## src/rtl/perf_pkg.sv

```systemverilog
// Shared definitions for the performance counter bank: default sizing and
// the channel assignment used by the mp4 top level when wiring strobes.
package perf_pkg;

   // Default bank sizing
   localparam int PERF_NUM_CH = 8;
   localparam int PERF_CNT_W  = 32;

   // Event channel indices (strobe sources in the CPU, caches and arbiter)
   localparam int PERF_COMMIT = 0;
   localparam int PERF_IREQ   = 1;
   localparam int PERF_IHIT   = 2;
   localparam int PERF_DREQ   = 3;
   localparam int PERF_DHIT   = 4;
   localparam int PERF_BR     = 5;
   localparam int PERF_BRMISS = 6;

endpackage

```

## src/rtl/perf_counter.sv

```systemverilog
// Single live event counter with a sticky overflow flag.
// SAT=1 holds at the maximum value; SAT=0 wraps to zero. Either way the
// overflow flag is set when an increment arrives while the count is at max.
module perf_counter
   import perf_pkg::*;
#(
   parameter int CNT_W = PERF_CNT_W,
   parameter bit SAT   = 1'b0
) (
   input  logic             clk,
   input  logic             rst,
   input  logic             i_clear,
   input  logic             i_en,
   input  logic             i_inc,
   output logic [CNT_W-1:0] o_cnt,
   output logic             o_ovf
);

   localparam logic [CNT_W-1:0] CNT_MAX = '1;

   logic [CNT_W-1:0] r_cnt;
   logic             r_ovf;

   // Count gated strobes; clear beats any simultaneous increment
   // NOTE: flops use non-blocking assignments so every reader sees pre-edge values.
   always_ff @(posedge clk or posedge rst) begin
      if (rst) begin
         r_cnt <= '0;
         r_ovf <= 1'b0;
      end else if (i_clear) begin
         r_cnt <= '0;
         r_ovf <= 1'b0;
      end else if (i_en && i_inc) begin
         if (r_cnt == CNT_MAX) begin
            r_ovf <= 1'b1;
            if (!SAT) begin
               r_cnt <= '0;
            end
         end else begin
            r_cnt <= r_cnt + CNT_W'(1);
         end
      end
   end

   assign o_cnt = r_cnt;
   assign o_ovf = r_ovf;

endmodule

```

## src/rtl/perf_counter_bank.sv

```systemverilog
// Bank of NUM_CH event counters plus a free-running cycle counter.
// A snap copies every live counter and overflow flag into shadow registers
// in one edge so that ratios are computed from a single coherent instant.
// Reads return shadow values one cycle after rd_en; a snap in the same
// cycle as rd_en is already visible in that read.
module perf_counter_bank
   import perf_pkg::*;
#(
   parameter int                NUM_CH   = PERF_NUM_CH,
   parameter int                CNT_W    = PERF_CNT_W,
   parameter logic [NUM_CH-1:0] SAT_MASK = '0
) (
   input  logic                         clk,
   input  logic                         rst,
   input  logic                         clear,
   input  logic                         enable,
   input  logic [NUM_CH-1:0]            event_i,
   input  logic                         snap,
   input  logic                         rd_en,
   input  logic [$clog2(NUM_CH+1)-1:0]  rd_sel,
   output logic                         rd_valid,
   output logic [CNT_W-1:0]             rd_data,
   output logic                         rd_ovf,
   output logic [NUM_CH:0]              ovf_o
);

   localparam int               SEL_W   = $clog2(NUM_CH+1);
   localparam logic [SEL_W-1:0] CYC_SEL = SEL_W'(NUM_CH);

   // Index NUM_CH is the cycle counter throughout
   logic [NUM_CH:0][CNT_W-1:0] w_live_cnt;
   logic [NUM_CH:0]            w_live_ovf;
   logic [NUM_CH:0][CNT_W-1:0] w_src_cnt;
   logic [NUM_CH:0]            w_src_ovf;
   logic [CNT_W-1:0]           w_rd_data;
   logic                       w_rd_ovf;

   logic [NUM_CH:0][CNT_W-1:0] r_sh_cnt;
   logic [NUM_CH:0]            r_sh_ovf;
   logic                       r_rd_valid;
   logic [CNT_W-1:0]           r_rd_data;
   logic                       r_rd_ovf;

   for (genvar g = 0; g < NUM_CH; g++) begin : g_ch
      perf_counter #(
         .CNT_W (CNT_W),
         .SAT   (SAT_MASK[g])
      ) u_cnt (
         .clk     (clk),
         .rst     (rst),
         .i_clear (clear),
         .i_en    (enable),
         .i_inc   (event_i[g]),
         .o_cnt   (w_live_cnt[g]),
         .o_ovf   (w_live_ovf[g])
      );
   end

   perf_counter #(
      .CNT_W (CNT_W),
      .SAT   (1'b0)
   ) u_cycle (
      .clk     (clk),
      .rst     (rst),
      .i_clear (clear),
      .i_en    (enable),
      .i_inc   (1'b1),
      .o_cnt   (w_live_cnt[NUM_CH]),
      .o_ovf   (w_live_ovf[NUM_CH])
   );

   // Capture pre-edge live values on snap; clear and enable do not touch shadows
   // NOTE: shadows are reset because their contents are visible on rd_data.
   always_ff @(posedge clk or posedge rst) begin
      if (rst) begin
         r_sh_cnt <= '0;
         r_sh_ovf <= '0;
      end else if (snap) begin
         r_sh_cnt <= w_live_cnt;
         r_sh_ovf <= w_live_ovf;
      end
   end

   // Select what the shadows hold after this edge, then the requested entry
   // NOTE: outputs get defaults first so no branch leaves them unassigned.
   always_comb begin
      w_src_cnt = snap ? w_live_cnt : r_sh_cnt;
      w_src_ovf = snap ? w_live_ovf : r_sh_ovf;
      w_rd_data = '0;
      w_rd_ovf  = 1'b0;
      if (rd_sel <= CYC_SEL) begin
         w_rd_data = w_src_cnt[rd_sel];
         w_rd_ovf  = w_src_ovf[rd_sel];
      end
   end

   // Registered read port; data holds when no read is requested
   always_ff @(posedge clk or posedge rst) begin
      if (rst) begin
         r_rd_valid <= 1'b0;
         r_rd_data  <= '0;
         r_rd_ovf   <= 1'b0;
      end else begin
         r_rd_valid <= rd_en;
         if (rd_en) begin
            r_rd_data <= w_rd_data;
            r_rd_ovf  <= w_rd_ovf;
         end
      end
   end

   assign rd_valid = r_rd_valid;
   assign rd_data  = r_rd_data;
   assign rd_ovf   = r_rd_ovf;
   assign ovf_o    = w_live_ovf;

endmodule
```

## config.mk

```make
export PLATFORM = sky130hd
export DESIGN_NAME = perf_counter_bank
export DESIGN_NICKNAME = d
export VERILOG_FILES = /design/src/rtl/perf_pkg.sv /design/src/rtl/perf_counter.sv /design/src/rtl/perf_counter_bank.sv
export SDC_FILE = /design/constraint.sdc
export NUM_CORES = 1
export LEC_CHECK = 0
export CORE_AREA = 2 2 227 229
export CTS_CLUSTER_DIAMETER = 100
export DETAILED_ROUTE_END_ITERATION = 12
export DIE_AREA = 0 0 229 231
export GPL_TIMING_DRIVEN = 0
export PLACE_DENSITY = 0.77
export SKIP_CTS_REPAIR_TIMING = 1
export SYNTH_ARGS = -nofsm -noshare
export SYNTH_HDL_FRONTEND = slang
export SYNTH_SLANG_ARGS = --single-unit
```

## constraint.sdc

```tcl
create_clock -name clk -period 61.2 [get_ports clk]
set_clock_uncertainty 0.1 [all_clocks]
set_input_delay 12.24 -clock clk [delete_from_list [all_inputs] [get_ports clk]]
set_output_delay 12.24 -clock clk [all_outputs]
set_load 0.05 [all_outputs]
```

==> impl_metrics.toml, run 1 <==
# generated from flow reports
[synthesis]
yosys_most_used_dff = "dfrtp_1"
ys_area_um2 = 29900
synth_area_per_cell_um2 = 11.2
top_logic_kind = "simple AND/OR/NAND/NOR gates"
largest_area_cell = "dfrtp_1"
synth_warnings = 0
ys_sh_adder = 0.00376

[run_status]
outcome = "completed"

[floorplan]
tap_cells = 680
core_area_um2 = 50700
placement_rows = 83

[power]
top_power_group = "registers"
pwr_density_cell_nw_per_um2 = 26.3
power.internal_mw = 0.675

[cells_and_area]
final_cell_area_um2 = 33700
final.fill_count = 3851
largest_reg_flops = 288

[global_route]
use_met1 = 0.419
antenna_found_initial = 3

[setup_path]
startpoint_type = "input pin"
path_max_fanout = 10
cp.depth = 6

[cts]
h-tree-depth = 3

[route]
ant_nets = 0

[placed_design]
dp_slack_ns = 45.33

[min_path]
min_from = "r_sh_cnt[72]"
==> run 1: cell families (layout without fill, tap and decap cells) <==
group / count (synthesis) / count (layout)
simple gates: 1087 / 1087
mux: 360 / 360
buf+inv: 176 / 350
flops: 628 / 628
fa+ha+maj: 9 / 9
other cells: 0 / 1
compound gates: 179 / 179
xor+xnor: 240 / 240
==> run 1: layout by cell type (no fill, tap or decap), types with 42 or more instances in the layout <==
cell,n
nand4_1,144
xnor2_1,93
a21oi_1,63
nor3_1,42
and3_1,45
clkdlybuf4s50_1,56
nand3_1,107
nand2_1,164
clkbuf_16,69
nor2_1,400
xor2_1,147
mux2_2,298
dfrtp_1,628
buf_2,71
clkbuf_1,64
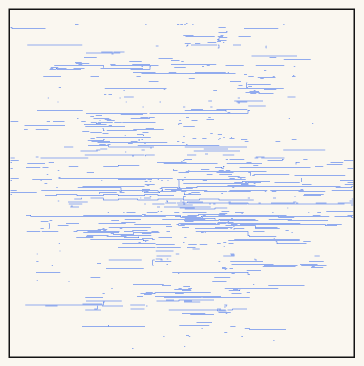
Run 1: signal wires on met3
Scale: 1.5 px per um.
- nets with wire on the layer: 397
- share of all routed wire: 7.6%
- main direction: horizontal
- longest straight run: 95.5 um

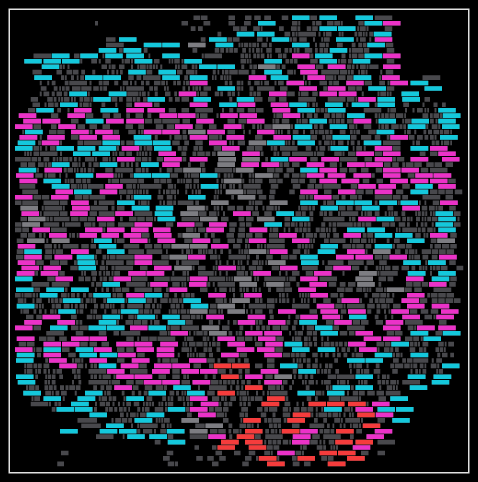
Run 1: sequential cells grouped by signal name
Scale: 2 px per um. Other sequential cells in the stronger gray, the rest of the logic in the fainter gray.
- cyan: g_ch.u_cnt.o_cnt (flops 256; where widely spread)
- magenta: r_sh_cnt (flops 288)
- red: u_cycle.o_cnt (flops 32; where bottom center)
- not colored: 52

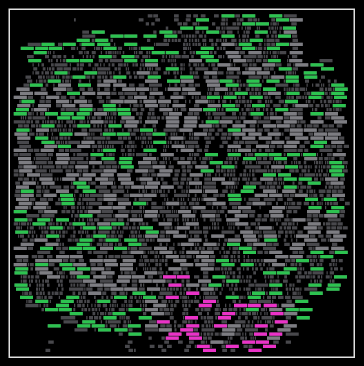
Run 1: sequential cells colored by instance or generate block
Scale: 1.5 px per um. Other sequential cells in the stronger gray, the rest of the logic in the fainter gray.
- magenta: u_cycle (flops 33; where bottom center)
- green: g_ch (flops 264; where widely spread)

Run 1, placed standard cells:
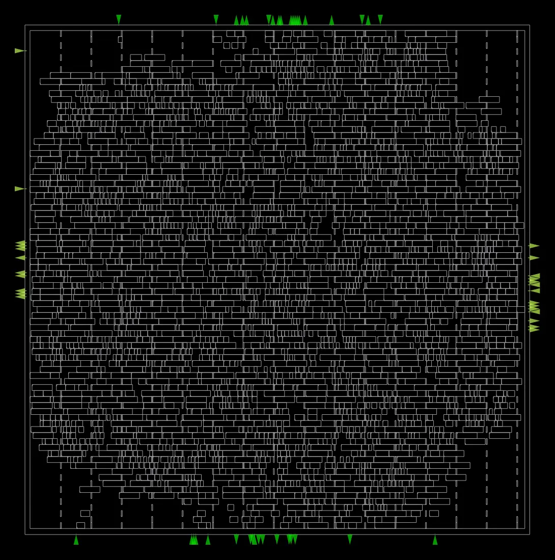

==> run 2, diff against run 1 <==
- clock period: 61.2 -> 16 ns (I/O delays scaled with it)
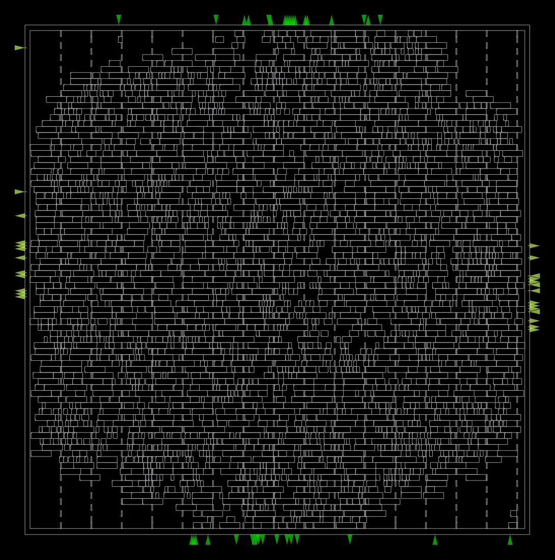
Run 2: placed standard cells
Seq area share: 0.462
Rows: 83

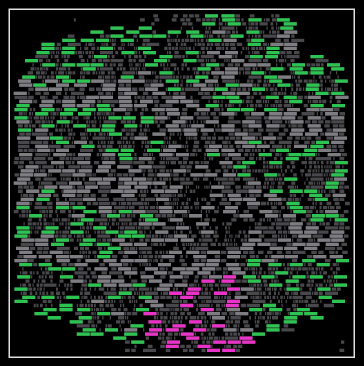
Run 2: sequential cells colored by instance or generate block
Scale: 1.5 px per um. Other sequential cells in the stronger gray, the rest of the logic in the fainter gray.
Final Util: 0.671
total die size: 52900 um^2
final non-filler cell total: 3550

==> impl_metrics.toml, run 2 <==
# generated from flow reports
[run_status]
outcome = "completed"

[route]
top_layer_used = "met5"
viasPerCell = 6.35
ant_nets = 0
drt_iter0_markers = 2317
remaining_drc_errors = 0

[cells_and_area]
top_register = "r_sh_cnt"
clkCellAreaFrac = 0.0673
nClkBuffers = 101
largest_cell_class = "flip-flops and latches"
most-common-layout-cells = "dfrtp_1 (628), nor2_1 (400), mux2_2 (298), nand2_1 (164), xor2_1 (147)"
final.fill_count = 3761
largest_reg_flops = 288
lay_top_count = "dfrtp_1"
ff_latch_area_um2 = 15700
final_cell_area_um2 = 34000

[setup_path]
required_ns = 16.35
startpoint_type = "input pin"
reg2reg_depth = 8
worstReg2RegEnd = "g_ch[7].u_cnt.o_cnt[5]"
path_max_fanout = 10

[synthesis]
top_logic_kind = "simple AND/OR/NAND/NOR gates"
synth-edff-count = 0
yosys_most_used_dff = "dfrtp_1"
synth_area_um2 = 29900
postSynthCellCount = 2679
ys_area_um2 = 29900
largest_area_cell = "dfrtp_1"
syn-num-nets = 2706
synth_area_per_cell_um2 = 11.2
synth_warnings = 0
ys_sh_adder = 0.00376
ys_cells = 2679

[min_path]
min_from = "r_sh_cnt[69]"

[power]
pwr_density_cell_nw_per_um2 = 102
power.internal_mw = 2.64
top_power_group = "registers"

[global_route]
use_met2 = 0.544
antenna_found_initial = 1
grt_max_degree = 46
use_met1 = 0.431

[timing]
rsz0062_at_grt = "no"
finalHoldViolCount = 0
timing.slew.headroom = 0.270
setup_viol = 0

[floorplan]
core_area_um2 = 50700
tap_cells = 680

[placed_design]
dp_hpwl_um = 65900

[cts]
h-tree-depth = 3
## run 2: cell counts after synthesis
No cell type changed its count.
## run 2: worst max-delay path: cells and delay by family
family	cells	cell delay, ns
buffers and inverters	5	3.43
and+or+nand+nor	1	0.14
## run 2: per-stage QoR
| step | hold slack, ns | power, mW | worst slack [ns] |
|---|---|---|---|
| 3_5_place_dp | 0.382 | 1.87 | 9.06 |
| 3_3_place_gp | 0.377 | 1.86 | 0.646 |
| 4_1_cts | 0.396 | 3.47 | 9.69 |
| 5_1_grt | 0.399 | 3.56 | 9.55 |
| 2_1_floorplan | 0.366 | 1.78 | 4.13 |
| 6_report | 0.394 | 3.46 | 9.58 |
==> run 3, diff against run 2 <==
- clock period: 16 -> 6.4 ns (I/O delays scaled with it)
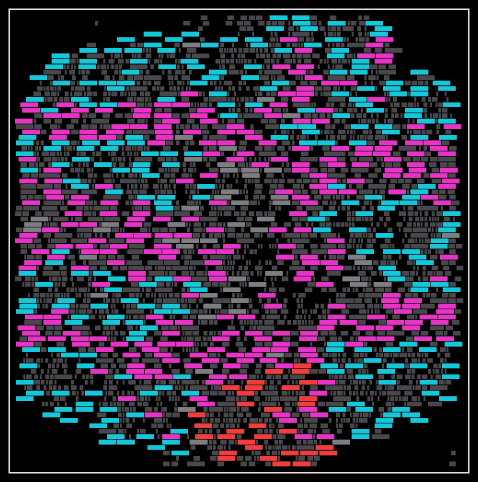
Run 3: sequential cells grouped by signal name
Scale: 2 px per um. Other sequential cells in the stronger gray, the rest of the logic in the fainter gray.
Register Area: 15700 um^2
Power Sequential: 4.06 mW

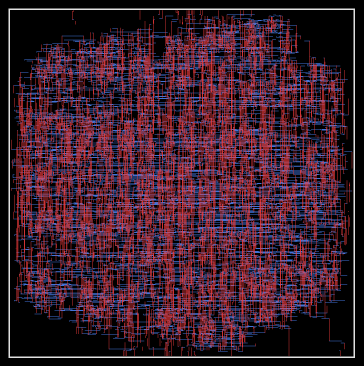
Run 3: signal wires by layer
Scale: 1.5 px per um. Only two layers are drawn.
- red: M2 (wire length 41.4 mm)
- blue: M1 (wire length 34.0 mm)

==> impl_metrics.toml, run 3 <==
# generated from flow reports
[cells_and_area]
final.fill_count = 3761
fin_cells = 3550
largest_cell_class = "flip-flops and latches"
largest_reg_flops = 288
most-common-layout-cells = "dfrtp_1 (628), nor2_1 (400), mux2_2 (298), nand2_1 (164), xor2_1 (147)"
final_cell_area_um2 = 34000
sh_seq_area = 0.462
nClkBuffers = 101

[run_status]
outcome = "completed"

[synthesis]
yosys_most_used_dff = "dfrtp_1"
syn-num-nets = 2706
ys_cells = 2679
synth_warnings = 0
ys_area_um2 = 29900
synth-edff-count = 0
postSynthCellCount = 2679

[min_path]
min_from = "r_sh_cnt[69]"

[floorplan]
core_area_um2 = 50700
die_area_um2 = 52900
tap_cells = 680

[setup_path]
reg2reg_depth = 8
path_buffers = 5
cp.depth = 6
critPathTopFamily = "buffers and inverters"

[timing]
setup_viol = 0
finalHoldViolCount = 0
worst_hold_slack_ns = 0.394
rsz0062_at_grt = "no"

[power]
fin_total_pwr_mw = 8.65

[placed_design]
dp_slack_ns = 1.38

[route]
drt_iter0_markers = 2317
viasPerCell = 6.35
-- run 3: cell counts after synthesis --
Identical to the previous run, type by type.
-- run 3: metal layers --
layer  vias to the layer above  routed length, um  global-route usage
met5                         -                 18                   0
met4                         2               6740               0.225
met3                       312               6340              0.0519
met2                      1133              41400               0.544
met1                     11300              34000               0.431
li1                       9772                  -                   -
-- run 3: logic make-up after synthesis --
kind of cell | Yosys count | share of synthesized area
buffers and inverters | 176 | 0.0269
adders and majority gates | 9 | 0.00376
AOI/OAI and AO/OA | 179 | 0.0418
muxes | 360 | 0.147
and+or+nand+nor | 1087 | 0.186
xor gates and xnor gates | 240 | 0.0702
DFF | 628 | 0.525
-- run 3: power by group --
part	switching [mW]	leakage, nW	internal [mW]
clock network	1.61	1.13	2.42
registers	0.0475	8.70	4.01
logic	0.385	5.36	0.173
Power and IR drop assume default switching activity.
